`config.mk`:
```
export PLATFORM = sky130hd
export DESIGN_NAME = mul_seq_ctrl
export DESIGN_NICKNAME = d
export VERILOG_FILES = /design/src/rtl/mul_seq_ctrl.sv
export SDC_FILE = /design/constraint.sdc
export NUM_CORES = 1
export LEC_CHECK = 0
export CORE_ASPECT_RATIO = 1.2
export CORE_MARGIN = 1
export CORE_UTILIZATION = 25
export CTS_CLUSTER_DIAMETER = 200
export DETAILED_ROUTE_END_ITERATION = 6
export PLACE_DENSITY = 0.39
export SLEW_MARGIN = 10
export SYNTH_ARGS = -nofsm -noshare
export SYNTH_HDL_FRONTEND = slang
export SYNTH_SLANG_ARGS = --single-unit
```
`constraint.sdc`:
```
create_clock -name clk -period 7.1 [get_ports clk]
set_clock_uncertainty 0.05 [all_clocks]
set_input_delay 1.775 -clock clk [delete_from_list [all_inputs] [get_ports clk]]
set_output_delay 1.775 -clock clk [all_outputs]
set_load 0.01 [all_outputs]
```
`src/rtl/mul_seq_ctrl.sv`:
```
// Sequential radix-2 shift-add multiplier for MUL/MULH/MULHSU/MULHU, 32 iterations.
// Optional MUL_EARLY_OUT_EN: stop iterating once the remaining multiplier bits are zero.
module mul_seq_ctrl (
    input  logic        clk,
    input  logic        rst,
    input  logic        start,
    input  logic [3:0]  alu_op,
    input  logic [31:0] operand_a,
    input  logic [31:0] operand_b,
    input  logic        flush,
    output logic        busy,
    output logic        stall,
    output logic        result_valid,
    output logic [31:0] result
);

    // Multiply encodings mirrored from the core's defines.v.
    localparam logic [3:0] ALU_MUL    = 4'd10;
    localparam logic [3:0] ALU_MULH   = 4'd11;
    localparam logic [3:0] ALU_MULHSU = 4'd12;
    localparam logic [3:0] ALU_MULHU  = 4'd13;

    typedef enum logic [1:0] {
        IDLE = 2'd0,
        CALC = 2'd1,
        FIX  = 2'd2,
        DONE = 2'd3
    } state_t;

    state_t      state_q,  state_d;
    logic [3:0]  op_q,     op_d;
    logic        sign_a_q, sign_a_d;
    logic        sign_b_q, sign_b_d;
    logic [63:0] mcand_q,  mcand_d;
    logic [31:0] mplier_q, mplier_d;
    logic [63:0] acc_q,    acc_d;
    logic [4:0]  cnt_q,    cnt_d;
    logic [31:0] result_q, result_d;

    logic        is_mul;
    logic        signed_a;
    logic        signed_b;
    logic        neg_a;
    logic        neg_b;
    logic [31:0] mag_a;
    logic [31:0] mag_b;
    logic        can_accept;
    logic        accept;
    logic        last_iter;
    logic        skip_calc;
    logic [63:0] acc_sum;
    logic [63:0] prod;

    assign is_mul   = (alu_op == ALU_MUL) || (alu_op == ALU_MULH) ||
                      (alu_op == ALU_MULHSU) || (alu_op == ALU_MULHU);
    assign signed_a = (alu_op == ALU_MUL) || (alu_op == ALU_MULH) || (alu_op == ALU_MULHSU);
    assign signed_b = (alu_op == ALU_MUL) || (alu_op == ALU_MULH);

    // 0x80000000 negates to itself, which is exactly its unsigned magnitude.
    assign neg_a = signed_a && operand_a[31];
    assign neg_b = signed_b && operand_b[31];
    assign mag_a = neg_a ? (~operand_a + 32'd1) : operand_a;
    assign mag_b = neg_b ? (~operand_b + 32'd1) : operand_b;

    assign can_accept = (state_q == IDLE) || (state_q == DONE);
    assign accept     = start && is_mul && can_accept;

`ifdef MUL_EARLY_OUT_EN
    assign last_iter = (mplier_q[31:1] == 31'd0) || (cnt_q == 5'd31);
    assign skip_calc = (mag_b == 32'd0);
`else
    assign last_iter = (cnt_q == 5'd31);
    assign skip_calc = 1'b0;
`endif

    assign acc_sum = acc_q + (mplier_q[0] ? mcand_q : 64'd0);
    assign prod    = (sign_a_q ^ sign_b_q) ? (~acc_q + 64'd1) : acc_q;

    always_comb begin
        // NOTE: every next-state signal gets a default first so no path infers a latch.
        state_d  = state_q;
        op_d     = op_q;
        sign_a_d = sign_a_q;
        sign_b_d = sign_b_q;
        mcand_d  = mcand_q;
        mplier_d = mplier_q;
        acc_d    = acc_q;
        cnt_d    = cnt_q;
        result_d = result_q;

        if (flush) begin
            state_d = IDLE;
        end else begin
            case (state_q)
                IDLE, DONE: begin
                    state_d = IDLE;
                    if (accept) begin
                        op_d     = alu_op;
                        sign_a_d = neg_a;
                        sign_b_d = neg_b;
                        mcand_d  = {32'd0, mag_a};
                        mplier_d = mag_b;
                        acc_d    = 64'd0;
                        cnt_d    = 5'd0;
                        state_d  = skip_calc ? FIX : CALC;
                    end
                end
                CALC: begin
                    acc_d    = acc_sum;
                    mcand_d  = mcand_q << 1;
                    mplier_d = mplier_q >> 1;
                    cnt_d    = cnt_q + 5'd1;
                    if (last_iter) begin
                        state_d = FIX;
                    end
                end
                FIX: begin
                    result_d = (op_q == ALU_MUL) ? prod[31:0] : prod[63:32];
                    state_d  = DONE;
                end
                default: state_d = IDLE;
            endcase
        end
    end

    // NOTE: state registers use non-blocking assignments so every flop samples pre-edge values.
    always_ff @(posedge clk or posedge rst) begin
        if (rst) begin
            state_q  <= IDLE;
            op_q     <= 4'd0;
            sign_a_q <= 1'b0;
            sign_b_q <= 1'b0;
            mcand_q  <= 64'd0;
            mplier_q <= 32'd0;
            acc_q    <= 64'd0;
            cnt_q    <= 5'd0;
            result_q <= 32'd0;
        end else begin
            state_q  <= state_d;
            op_q     <= op_d;
            sign_a_q <= sign_a_d;
            sign_b_q <= sign_b_d;
            mcand_q  <= mcand_d;
            mplier_q <= mplier_d;
            acc_q    <= acc_d;
            cnt_q    <= cnt_d;
            result_q <= result_d;
        end
    end

    assign busy         = (state_q == CALC) || (state_q == FIX);
    assign stall        = !rst && (busy || accept);
    assign result_valid = (state_q == DONE) && !flush;
    assign result       = result_q;

endmodule

```
Fig. 1: clock nets
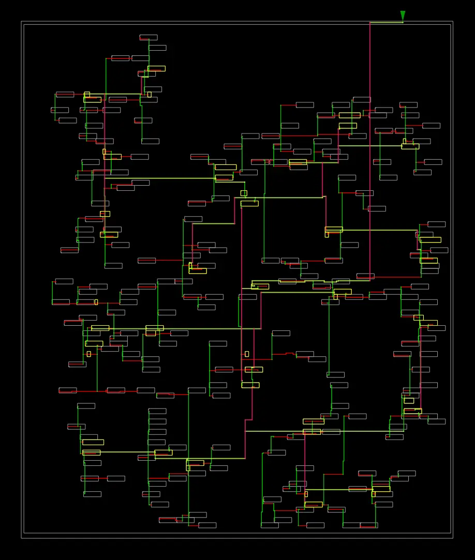
CLK BUF: 36
sequential cell count of the final layout: 205

Fig. 2: power grid
Pins as bars on the die edge.
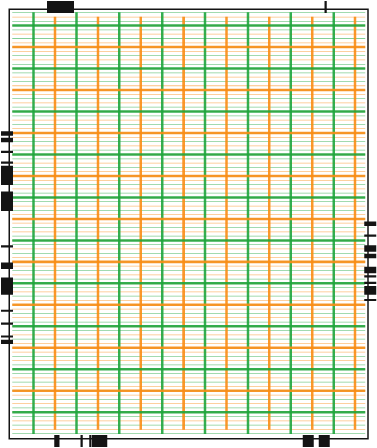
orange -> VDD
green -> VSS
signal pins = 107
met5 straps = 19
rows = 98
met4 straps = 16
met1 rails = 99

Fig. 3: zoomed window
Region (32, 178) to (82, 228) um. Cells in gray, sequential cells in the stronger gray; small squares are vias.
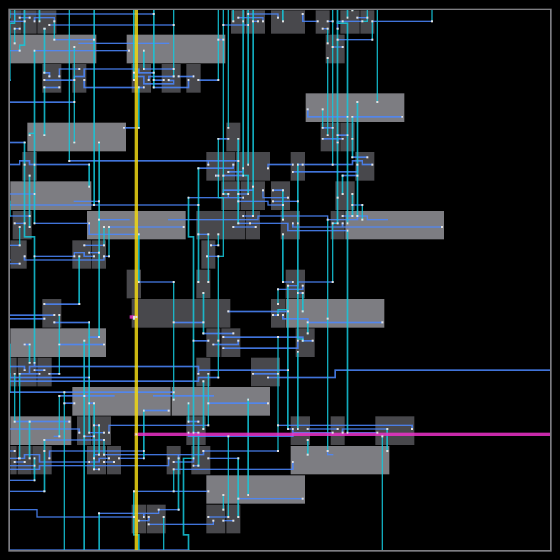
blue -> met1
cyan -> met2
yellow -> met4
magenta -> met3
sequential cells in the window = 14
most frequent = nand2_1 (17), a21oi_1 (15), o21ai_0 (15)
cells with their middle in the window = 79
netlist names of flops here include = `mplier_q` (14)

Fig. 4: gate-type map
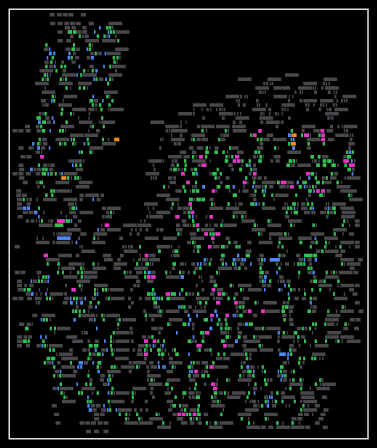
blue -> NOR gates  # cells 180, most used nor2_1, where all over the die
green -> inverting AOI/OAI gates  # cells 549, most used o21ai_0, where all over the die
orange -> multiplexers  # cells 4, most used mux2i_1
magenta -> AND-OR and OR-AND gates  # cells 62, most used a21o_1

[flip-flops by register name (all words and copies together) (netlist names)]
register and cells:
mplier_q 32, sign_a_q 1, acc_q 64, mcand_q 64, cnt_q 5, result 32, sign_b_q 1, op_q 4
state_q 2
[Yosys cell counts, drive strengths merged, types with 4 or more instances]
library cell | number | area, sq um
nand2 | 324 | 1220
o21ai | 260 | 1300
dfrtp | 205 | 5130
a21oi | 180 | 901
nor2 | 120 | 450
clkbuf | 112 | 420
xor2 | 88 | 771
xnor2 | 78 | 683
ha | 71 | 888
and2 | 68 | 425
nand3 | 65 | 330
inv | 41 | 154
a21o | 33 | 248
nor3 | 33 | 165
o31ai | 33 | 248
nand4 | 24 | 150
or3 | 22 | 138
o21bai | 16 | 120
nand2b | 14 | 87.6
nor4 | 14 | 93.8
o41ai | 12 | 113
a211oi | 11 | 82.6
buf | 11 | 43.8
a31oi | 10 | 62.6
and3 | 10 | 62.6
o21a | 9 | 67.6
or4 | 9 | 71.3
nor2b | 8 | 50.1
o211ai | 7 | 52.6
a22o | 6 | 52.6
a311oi | 4 | 35.0
mux2i | 4 | 40.0
or2 | 4 | 25.0
[stage by stage]
step	util, %	worst slack [ns]
floorplan	-	2.62
global placement	28.3	1.94
detailed placement	28.3	1.88
CTS	29.9	1.92
global route	29.9	1.64
finish	29.9	1.93
[logic make-up after synthesis]
| logic type | synth area share, % |
|---|---|
| adder cells (fa/ha/maj) | 6.03 |
| flip-flops | 34.0 |
| AND-OR/OR-AND | 23.5 |
| XOR/XNOR | 9.64 |
| multiplexers | 0.266 |
| buffers and inverters | 4.10 |
| AND/OR/NAND/NOR | 22.4 |
[power breakdown]
group          internal [mW]  switching (mW)  total [mW]
Clock                  0.920           0.585        1.51
Sequential              1.46           0.292        1.75
Combinational          0.831            1.46        2.29
==> summary.txt <==
Notes from the flow run.

Outcome:
- The flow ran to the end, and the final reports show no timing, DRC or antenna violations.

Clocking:
- The run gives the number of sinks driven by the clock tree as 205.
- TritonCTS built the clock tree.
- The run gives the clock input transition at the sequential cells of the worst setup and hold paths as 0.06 ns.
- The run puts the total of hold buffers inserted after clock tree synthesis at 0.
- The run puts the post-CTS setup-driven buffer insertion count at 0.
- CTS reports a maximum clock tree buffer depth of 3.
- CTS built an H-tree with a depth of 1.
- The run gives the clock latency reported for the late side of the worst-skew pair as 0.58 ns.
- The run puts the TritonCTS buffer count at 27.
- The run puts the number of gates resized after CTS at 0.

Final layout:
- The area growth from synthesis to layout is 18.3%.
- The run gives the combinational share of cell area as 52.7%.
- The run gives the number of nets in the final layout as 2120.
- The run gives the area share of buffers outside the clock network as 6.72%.
- The run gives the flip-flop and latch area as 5130 sq um.
- The run gives the combinational gate area as 9390 sq um.
- The library cells used most frequently in the layout, excluding fill and tap cells, are sky130_fd_sc_hd__nand2_1 (324), sky130_fd_sc_hd__o21ai_0 (244), sky130_fd_sc_hd__dfrtp_1 (205), sky130_fd_sc_hd__a21oi_1 (179), sky130_fd_sc_hd__nor2_1 (120).
- By instance count after routing, the leading logic cell type is sky130_fd_sc_hd__nand2_1.
- The run puts the share of post-route cells with drive strength above 1 at 3.96%.
- The run gives the number of inserted filler cells in the final layout as 6533.
- The run puts the sequential share of cell area at 28.8%.
- The run puts the fraction of area in clock buffers and inverters at 5.33%.
- The run gives the antenna cell count as 0.
- The run puts the filler-free cell count of the finished design at 2797.
- The run gives the cell area after layout as 17800 sq um.
- The largest cell class by area is combinational gates.
- The number of multi-input combinational cells in the layout is 1580.

Die:
- The floorplan report lists the tap cell count as 800.
- During I/O placement, the number of pins put on the boundary was 107.
- For reference, the placement row count at floorplan is 98.
- The run gives the initial core utilization as 25.3%.
- The run gives the die span in x as 226 um.
- From bottom edge to top edge, the die measures 271 um.
- In this run the standard cell core region covers 59600 sq um.

Route:
- The run puts the routed length on met1 at 23300 um.
- The run puts the per-cell via count in the routed design at 4.85.
- The count of nets left with antenna violations once routing finished came out at 0.
- The run puts the met2 wirelength from detailed routing at 23700 um.
- The run gives the wire length on met3 as 1390 um.
- The run gives the first-pass iteration count of the detailed router as 5.
- The run gives the DRC violation count after routing as 0.
- The first routing iteration left 668 violations.
- The run puts the post-detailed-routing wire length at 49400 um.
- The run puts the via count at 13565.

STA:
- The run gives the final worst hold slack as 0.421 ns.
- The run gives the final-report max-slew violation count as 0.
- The run puts the clock period minus final worst setup slack at 5.17 ns.
- The run gives the share of the clock period used by the worst path as 72.8%.
- The end-of-flow timing check tallies setup violations at 0.
- The run puts the headroom to the max-slew limit at 32.5%.
- Setup repair after global routing left no endpoint under its margin.
- The run puts the highest clock rate at 0.193 GHz.
- The run gives the slew of the pin with the lowest slew margin as 1.01 ns.

Synthesis:
- The run puts the count of instantiated cells in the yosys netlist at 1949.
- The run puts the synthesized instance count at 1949.
- The run puts the average cell area after synthesis at 7.74 sq um.
- Yosys mapped a number of flops with a built-in enable equal to 0.
- The run gives the post-synthesis sequential element count as 205.
- The run puts the number of library cell types mapped by synthesis at 67.
- The run gives the number of nets in the synthesized netlist as 2093.
- The run puts the number of warnings issued by yosys at 0.
- Counting flops with an async set or reset pin after synthesis yields a share of 100%.
- The run gives the chip area estimate from yosys synthesis as 15100 sq um.
- Looking at the cell usage after synthesis, the top flip-flop cell is sky130_fd_sc_hd__dfrtp_1.
- The run gives the post-synthesis instance area as 15100 sq um.

Global route:
- The run puts the wire length of the first global-routing pass at 78600 um.
- The run puts the met2 track utilization from global routing at 27.4%.
- The run puts the fraction of met1 tracks used by global routing at 21.7%.
- For this run the aggregate overflow at the end of global routing stands at 0.
- The run puts the overall routing resource usage at 16.2%.
- Global routing used 1.57% of the available met3 tracks.
- The run puts the number of antenna violations at the first check in global routing at 1.

Flow run:
- Across the run, the number of max-cap violations was 0.
- The run gives the number of warnings the tools reported as 32.

Setup path:
- Across all register-to-register paths, the minimum setup slack is 2.10 ns.
- The run puts the buffers plus inverters on the worst setup path at 2.
- The run gives the top cell family by delay on the critical path as buffers and inverters.
- The cell sequence reported for the critical path is clkdlybuf4s50_1 > xor2_1 > nand3_1 > a21oi_1 > clkdlybuf4s50_1.
- STA puts the critical path data arrival time at 3.35 ns.
- The run gives the reg-to-reg startpoint as mplier_q[0].
- The timing report shows the most common cell along the critical path to be sky130_fd_sc_hd__clkdlybuf4s50_1.
- The run gives the master of the slowest instance on the critical path as sky130_fd_sc_hd__clkdlybuf4s50_1.
- The run puts the required time of the critical path at 5.28 ns.
- The run gives the type of destination of the critical path as an output pin.
- The run puts the stage delay of the slowest cell on the critical path at 0.55 ns.
- The run puts the worst reg2reg path depth at 14.
- Following the worst setup path forward leads to its endpoint at stall.
- Tracing the worst setup path back leads to its startpoint at alu_op[1].
- Walking the critical path from launch to capture passes 5 cell instances.
- The run gives the top fanout value on the critical path as 5.
- The worst setup path is launched from a primary input.

Power and ir drop:
- Per the power-grid run, VDD falls by no more than 0.166 mV.
- The final power report lists total power as 5.54 mW.
- The run puts the leakage power at 7.70 nW.

Min path:
- In the hold report, the worst path ends at mcand_q[63].
- The most critical min-delay path falls under reg2reg.
- Looking at hold timing, the worst path starts from mcand_q[63].
- The run puts the cell depth of the worst hold path at 2.

Placement:
- The run puts the HPWL after detailed placement at 36900 um.
- As logged by OpenROAD, the buffers inserted on ports number 106.
- The run gives the placed cell count as 2747.
Power figures rest on the tool's default switching activity, not on a simulated workload.
